--- src/rtl/alu_ctrl_sequencer.sv ---
// 4004-style instruction-cycle sequencer: fetches OPR/OPA from the nibble bus,
// decodes them into ALU selects and issues one-cycle write strobes in X2.
module alu_ctrl_sequencer (
  input  logic       clock,
  input  logic       reset,
  input  logic       halt,
  input  logic [3:0] bus_in,
  output logic [2:0] phase,
  output logic       sync,
  output logic [3:0] opr,
  output logic [3:0] opa,
  output logic [2:0] alu_op,
  output logic [2:0] alu_in0_sel,
  output logic [1:0] alu_in1_sel,
  output logic [1:0] alu_cin_sel,
  output logic [3:0] alu_data,
  output logic [3:0] reg_addr,
  output logic       acc_we,
  output logic       carry_we,
  output logic       reg_we,
  output logic       illegal
);

  localparam logic [2:0] ALU_OP_PASS  = 3'd0;
  localparam logic [2:0] ALU_OP_ADD   = 3'd1;
  localparam logic [2:0] ALU_OP_ROL   = 3'd2;
  localparam logic [2:0] ALU_OP_ROR   = 3'd3;
  localparam logic [2:0] ALU_OP_DEC_A = 3'd4;
  localparam logic [2:0] ALU_OP_LG2_1 = 3'd5;

  localparam logic [2:0] ALU_IN0_ACC     = 3'd0;
  localparam logic [2:0] ALU_IN0_ACC_INV = 3'd1;
  localparam logic [2:0] ALU_IN0_REG     = 3'd2;
  localparam logic [2:0] ALU_IN0_REG_INV = 3'd3;
  localparam logic [2:0] ALU_IN0_DATA    = 3'd4;

  localparam logic [1:0] ALU_IN1_ACC     = 2'd0;
  localparam logic [1:0] ALU_IN1_ONE     = 2'd1;
  localparam logic [1:0] ALU_IN1_ONE_INV = 2'd2;

  localparam logic [1:0] ALU_CIN_CARRY     = 2'd0;
  localparam logic [1:0] ALU_CIN_CARRY_INV = 2'd1;
  localparam logic [1:0] ALU_CIN_ZERO      = 2'd2;
  localparam logic [1:0] ALU_CIN_ONE       = 2'd3;

  typedef enum logic {StRun, StHalt} state_e;

  state_e     state_q;
  logic       pend_acc_q, pend_carry_q, pend_reg_q;
  logic [2:0] dec_op, dec_in0;
  logic [1:0] dec_in1, dec_cin;
  logic       dec_acc, dec_carry, dec_reg, dec_illegal;

  // Decodes the captured OPR with the OPA nibble arriving on the bus this cycle.
  always_comb begin
    dec_op      = ALU_OP_PASS;
    dec_in0     = ALU_IN0_ACC;
    dec_in1     = ALU_IN1_ACC;
    dec_cin     = ALU_CIN_CARRY;
    dec_acc     = 1'b0;
    dec_carry   = 1'b0;
    dec_reg     = 1'b0;
    dec_illegal = 1'b0;
    case (opr)
      4'h6: begin
        dec_op = ALU_OP_ADD; dec_in0 = ALU_IN0_REG; dec_in1 = ALU_IN1_ONE;
        dec_cin = ALU_CIN_ZERO; dec_reg = 1'b1;
      end
      4'h8: begin
        dec_op = ALU_OP_ADD; dec_in0 = ALU_IN0_REG; dec_acc = 1'b1; dec_carry = 1'b1;
      end
      4'h9: begin
        dec_op = ALU_OP_ADD; dec_in0 = ALU_IN0_REG_INV; dec_cin = ALU_CIN_CARRY_INV;
        dec_acc = 1'b1; dec_carry = 1'b1;
      end
      4'hA: begin dec_in0 = ALU_IN0_REG;  dec_acc = 1'b1; end
      4'hD: begin dec_in0 = ALU_IN0_DATA; dec_acc = 1'b1; end
      4'hF: begin
        dec_acc   = 1'b1;
        dec_carry = 1'b1;
        case (bus_in)
          4'h0: begin dec_in0 = ALU_IN0_DATA; dec_cin = ALU_CIN_ZERO; end
          4'h1: dec_cin = ALU_CIN_ZERO;
          4'h2: begin dec_op = ALU_OP_ADD; dec_in1 = ALU_IN1_ONE; dec_cin = ALU_CIN_ZERO; end
          4'h3: dec_cin = ALU_CIN_CARRY_INV;
          4'h4: begin dec_in0 = ALU_IN0_ACC_INV; dec_carry = 1'b0; end
          4'h5: dec_op = ALU_OP_ROL;
          4'h6: dec_op = ALU_OP_ROR;
          4'h8: begin dec_op = ALU_OP_ADD; dec_in1 = ALU_IN1_ONE_INV; dec_cin = ALU_CIN_ONE; end
          4'hA: dec_cin = ALU_CIN_ONE;
          4'hB: dec_op = ALU_OP_DEC_A;
          4'hC: begin dec_op = ALU_OP_LG2_1; dec_carry = 1'b0; end
          default: begin dec_acc = 1'b0; dec_carry = 1'b0; dec_illegal = 1'b1; end
        endcase
      end
      default: dec_illegal = 1'b1;
    endcase
  end

  always_ff @(posedge clock) begin
    if (reset) begin
      state_q      <= StRun;
      phase        <= 3'd0;
      sync         <= 1'b0;
      opr          <= 4'h0;
      opa          <= 4'h0;
      alu_op       <= ALU_OP_PASS;
      alu_in0_sel  <= ALU_IN0_ACC;
      alu_in1_sel  <= ALU_IN1_ACC;
      alu_cin_sel  <= ALU_CIN_CARRY;
      illegal      <= 1'b0;
      acc_we       <= 1'b0;
      carry_we     <= 1'b0;
      reg_we       <= 1'b0;
      pend_acc_q   <= 1'b0;
      pend_carry_q <= 1'b0;
      pend_reg_q   <= 1'b0;
    end else begin
      acc_we   <= 1'b0;
      carry_we <= 1'b0;
      reg_we   <= 1'b0;
      sync     <= 1'b0;
      unique case (state_q)
        StRun: begin
          phase <= phase + 3'd1;
          sync  <= (phase == 3'd6);
          if (phase == 3'd3) opr <= bus_in;
          // Selects and illegal become visible as X1 starts.
          if (phase == 3'd4) begin
            opa          <= bus_in;
            alu_op       <= dec_op;
            alu_in0_sel  <= dec_in0;
            alu_in1_sel  <= dec_in1;
            alu_cin_sel  <= dec_cin;
            illegal      <= dec_illegal;
            pend_acc_q   <= dec_acc;
            pend_carry_q <= dec_carry;
            pend_reg_q   <= dec_reg;
          end
          if (phase == 3'd5) begin
            acc_we   <= pend_acc_q;
            carry_we <= pend_carry_q;
            reg_we   <= pend_reg_q;
          end
          if (phase == 3'd7 && halt) state_q <= StHalt;
        end
        StHalt: begin
          phase <= 3'd0;
          if (!halt) state_q <= StRun;
        end
      endcase
    end
  end

  assign alu_data = opa;
  assign reg_addr = opa;

endmodule

--- config.mk ---
export PLATFORM = sky130hd
export DESIGN_NAME = alu_ctrl_sequencer
export DESIGN_NICKNAME = d
export VERILOG_FILES = /design/src/rtl/alu_ctrl_sequencer.sv
export SDC_FILE = /design/constraint.sdc
export NUM_CORES = 1
export LEC_CHECK = 0
export CAP_MARGIN = 5
export CORE_MARGIN = 3
export CORE_UTILIZATION = 50
export CTS_CLUSTER_SIZE = 16
export DETAILED_ROUTE_END_ITERATION = 8
export PLACE_DENSITY = 0.84
export SETUP_SLACK_MARGIN = 0.15
export SYNTH_ARGS = -nofsm -noshare
export SYNTH_HDL_FRONTEND = slang
export SYNTH_SLANG_ARGS = --single-unit
--- constraint.sdc ---
create_clock -name clock -period 3.7 [get_ports clock]
set_input_delay 0.74 -clock clock [delete_from_list [all_inputs] [get_ports clock]]
set_output_delay 0.74 -clock clock [all_outputs]
set_load 0.02 [all_outputs]
==> flow_metrics.rpt, run 1 <==
RUN METRICS
----------------------------------------------------
[Outcome]
  Status ........................ completed

[Place]
  Gpl congestion ........................ a little under 0.9
  DPL Wire Length ........................ 2310 um
  Post-DP Area ........................ roughly 1700 um2

[Clock network]
  CTS Root Buffer Type ........................ clkbuf_4
  Clock slew seen by the registers of the worst setup and hold paths ........................ around 0.090 ns
  Clock Tree Buf Depth ........................ 2

[Power]
  Seq power ........................ 0.341 mW
  Power spent charging and discharging nets ........................ 0.165 mW
  Clock network power ........................ 0.200 mW
  Standby leakage power ........................ around 0.68 nW
  Net switching share of the total power ........................ a little over a quarter
  Combinational fraction of design power ........................ between 10% and 20%

[GRT]
  Number of antenna violations at the first check in global routing ........................ 0
  Global-route met2 utilization ........................ a little under a third
  Met3 global-route usage ........................ around 7.0%
  GR Overflow Total ........................ 0

[Run]
  Max_cap viols ........................ 0
  Number of warnings in the stage logs ........................ 30

[Logic synthesis]
  Top-area cell share ........................ 42.4%
  Chip Area, Yosys ........................ roughly 1400 um2
  Post-synthesis sequential area ratio ........................ between 40% and 50%
  Cell total in the yosys stat output ........................ 158
  Post-synthesis area per instance ........................ approximately 9 um2
  Cell Type Count ........................ 37
  Synth area leaders ........................ dfxtp_1, ha_1, buf_4, nor2_1, nand2_1

[Layout]
  Sequential share of cell area ........................ between 30 and 40%
  Comb area share ........................ 37.7%
  FFs & Latches ........................ 30
  Proportion of layout cells with a drive suffix above 1 ........................ roughly 9%
  Register cell area after layout ........................ 601 um2

[Routing]
  Routed wl met2 ........................ approximately 1500 um
  Average wire per cell in the routed design ........................ around 14 um
  Top Layer Used ........................ met4

[Setup path]
  Buffer-and-inverter tally for the worst setup path ........................ 1
  Kind of start point of the critical path ........................ register
  CP endpoint ........................ opr[3]
  Longest individual stage delay on the worst path ........................ between 0.6 and 0.7 ns

[Min path]
  Type of the tightest min-delay check ........................ register to register
  Hold Path Sink ........................ pend_reg_q

[STA]
  Cycle use final ........................ ~60%
  Total count of max-transition violations in the final report ........................ 0
  Worst slew pin tran ........................ 0.493 ns
  Final Hold Fails ........................ 0
  Final number of setup-violating endpoints ........................ 0
  Unrepaired setup endpoints after global routing ........................ false
  Min setup slack post-route ........................ roughly 1.5 ns

----------------------------------------------------
==> run 1: synth_stat cells, types with 2 or more instances <==
cell,n
o22ai_1,2
a31oi_1,5
dfxtp_1,30
ha_1,6
nand2_1,16
a21oi_1,8
nand3_1,4
and2_1,5
nor2_1,17
and3_1,2
clkbuf_1,4
buf_2,4
a32oi_1,2
xnor2_1,2
nor3_1,7
nand2b_1,4
mux2_2,3
mux2i_1,4
nor3b_1,2
inv_1,5
buf_4,9
o21a_1,2
==> run 1: cells by family after synthesis <==
logic type,count (synthesis),synth area share [%]
and+or+nand+nor,65,24.5
DFF,30,42.4
AOI/OAI and AO/OA,25,11.9
buffers and inverters,23,9.37
muxes,7,5.22
adders and majority gates,6,5.30
xor gates and xnor gates,2,1.24
Fig. 1: run 1, track usage over the die
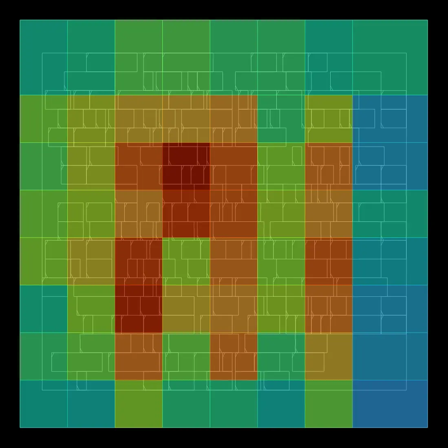
total track usage: 20.3%
highest-utilization routing layer at the global route stage: met2
routing usage on met1: 24.8%

Fig. 2: run 1, placement by cell class
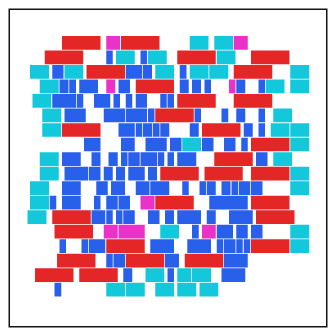
color	class	cells	share of their area
magenta	clock drivers and dummy loads	8	3.4%
cyan	other buffers and delay cells	41	23%
blue	all other logic	110	40%
red	flip-flops	30	34%
placement row count: 18
utilization of the core after routing: 69.8%

Fig. 3: run 1, pin placement
Pins as bars across the die edge, other pins in gray.
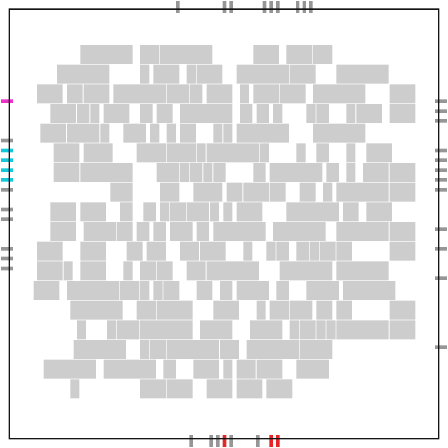
color	port	pins	direction	edge
magenta	clock	1	input	left
cyan	bus_in	4	input	left
red	phase	3	output	bottom
all pins by edge	12 right, 12 left, 9 top, 8 bottom
number of buffers added on ports: 40
DIE HEIGHT: 59.2 um
Die X-Extent: 59.2 um

--- run 2 (diff from run 1) ---
--- a/config.mk
+++ b/config.mk
@@ -7,10 +7,10 @@
 export LEC_CHECK = 0
 export CAP_MARGIN = 5
 export CORE_MARGIN = 3
-export CORE_UTILIZATION = 50
+export CORE_UTILIZATION = 46
 export CTS_CLUSTER_SIZE = 16
 export DETAILED_ROUTE_END_ITERATION = 8
-export PLACE_DENSITY = 0.84
+export PLACE_DENSITY = 0.78
 export SETUP_SLACK_MARGIN = 0.15
 export SYNTH_ARGS = -nofsm -noshare
 export SYNTH_HDL_FRONTEND = slang
==> constraint.sdc (replaced) <==
create_clock -name clock -period 2.05 [get_ports clock]
set_input_delay 0.41 -clock clock [delete_from_list [all_inputs] [get_ports clock]]
set_output_delay 0.41 -clock clock [all_outputs]
set_load 0.02 [all_outputs]
Fig. 4: run 2, placement by cell class
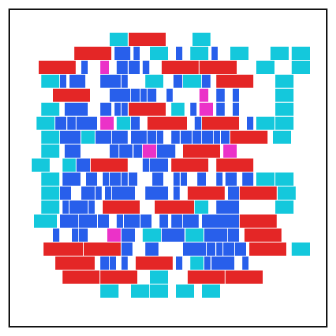
color	class	cells	share of their area
magenta	clock drivers and dummy loads	7	2.6%
cyan	other buffers and delay cells	46	25%
red	flip-flops	30	34%
blue	all other logic	110	39%
placement row count: 19
utilization of the core after routing: 64.5%
standard cell core area: 2850 um2
sequential share of cell area: 32.9%
post-route standard cell area excluding fillers: 1840 um2

Fig. 5: run 2, routed metal, one color a layer
Two of the layers only.
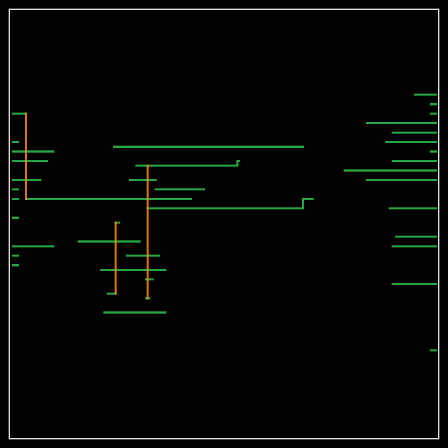
color	layer	wire length
orange	met4	41.5 um
green	met3	245 um

Fig. 6: run 2, routed clock nets over the placement
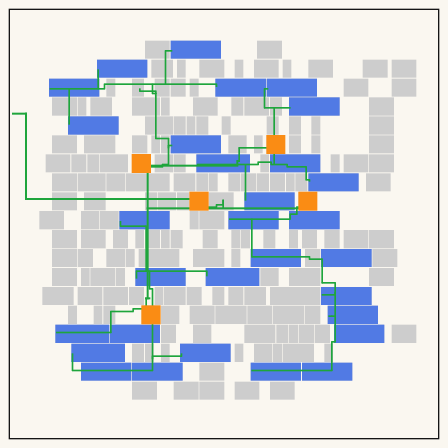
[blue] flip-flops | count: 30
[green] clock wires | length: 350 um
[orange] cells driving clock nets | count: 5
routed clock nets	6
Clk network pwr share: 29.0%
latest clock arrival within the worst-skew pair: 0.33 ns
worst setup skew after layout: 0.0125 ns
clock network power: 0.320 mW

==> run 2 against run 1 <==
Compared with the run above: combinational power grew about 90%; highest routed layer unchanged; global-route usage shrank 0.86 points; largest power group unchanged; critical endpoint is now opr[2]; worst setup slack lost 1.2 ns; critical path depth is the same; worst hold slack lost 0.0094 ns; register-to-register slack lost 1.5 ns; synthesized area is the same; flip-flop count is the same; first-iteration DRC count grew 11%; non-clock buffer count grew 5; final area grew 1.9%.
==> flow_metrics.rpt, run 2 <==
RUN METRICS
----------------------------------------------------
[Outcome]
  Status ........................ completed

[Die]
  DIE HEIGHT ........................ 61.5 um (+3.8%)

[Logic synthesis]
  Most common cell in the netlist ........................ dfxtp_1
  Complex-gate fraction of the synthesized area ........................ 11.9% (unchanged)
  Cell Type Count ........................ 37 (unchanged)
  Cell total in the yosys stat output ........................ 158 (unchanged)
  Top-area cell share ........................ 42.4% (unchanged)
  Post-synth top cells ........................ dfxtp_1, nor2_1, nand2_1, buf_4, a21oi_1
  Chip Area, Yosys ........................ 1420 um2 (unchanged)
  Simple Share, Synth ........................ 24.5% (unchanged)
  Synth area leaders ........................ dfxtp_1, ha_1, buf_4, nor2_1, nand2_1
  XORs/XNORs by Area ........................ 1.24% (unchanged)
  Post-synthesis area per instance ........................ 8.96 um2 (unchanged)
  Dominant non-sequential cell family after synthesis ........................ simple AND/OR/NAND/NOR gates
  Multiplexer share of the synthesized area ........................ 5.22% (unchanged)

[Min path]
  Type of the tightest min-delay check ........................ register to register

[Power]
  Standby leakage power ........................ 0.724 nW (+5.9%)
  Combinational fraction of design power ........................ 15.1% (+1.1 points)
  Power spent charging and discharging nets ........................ 0.303 mW (+83%)
  Net switching share of the total power ........................ 27.4% (+1.1 points)

[Place]
  DPL Wire Length ........................ 2320 um (+0.39%)
  Gpl congestion ........................ 0.893 (+1.9%)
  Post-DP Area ........................ 1790 um2 (+2.2%)
  Number of buffers added on ports ........................ 40 (unchanged)

[Setup path]
  CP endpoint ........................ opr[2]
  Longest individual stage delay on the worst path ........................ 0.63 ns (-0.04 ns)
  Kind of start point of the critical path ........................ register

[Routing]
  Average wire per cell in the routed design ........................ 14.2 um (-1.1%)

[GRT]
  Total track usage ........................ 19.4% (-0.86 points)
  GR Overflow Total ........................ 0 (unchanged)

[STA]
  Cycle use final ........................ between 80% and 90%
  Final number of setup-violating endpoints ........................ 0 (unchanged)
  Min setup slack post-route ........................ 0.251 ns (-1.23 ns)
  Worst slew pin tran ........................ 0.409 ns (-0.0845 ns)
  Total count of max-transition violations in the final report ........................ 0 (unchanged)
  Final Hold Fails ........................ 0 (unchanged)

[Clock network]
  Clock Tree Buf Depth ........................ 2 (unchanged)
  CTS Root Buffer Type ........................ clkbuf_4
  Clock slew seen by the registers of the worst setup and hold paths ........................ 0.10 ns (about the same)

[Run]
  Max_cap viols ........................ 0 (unchanged)
  Number of warnings in the stage logs ........................ 30 (unchanged)

----------------------------------------------------
-- run 2: cell counts after synthesis --
No cell type changed its count.
-- run 2: what timing repair did --
action / CTS / global route
resized: 0 / 5
setup endpoints to repair: 0 / 6
hold endpoints to repair: 0 / 0
-- run 2: metal layers --
metal | wire [um] | GRT usage [%]
met5 | 0 | 0
met4 | 41 | 8.48
met3 | 244 | 5.45
met2 | 1510 | 31.9
met1 | 1380 | 23.8
-- run 2: area by class of cell --
cell class / count / area [um2]
fillers: 262 / 1010
clock inverters: 2 / 10.0
clock buffers: 5 / 37.5
well taps: 31 / 38.8
repair buffers: 46 / 448
inverters: 5 / 18.8
multi-input cells: 105 / 682
flip-flops and latches: 30 / 606
Power is estimated from default activity; no workload was simulated.
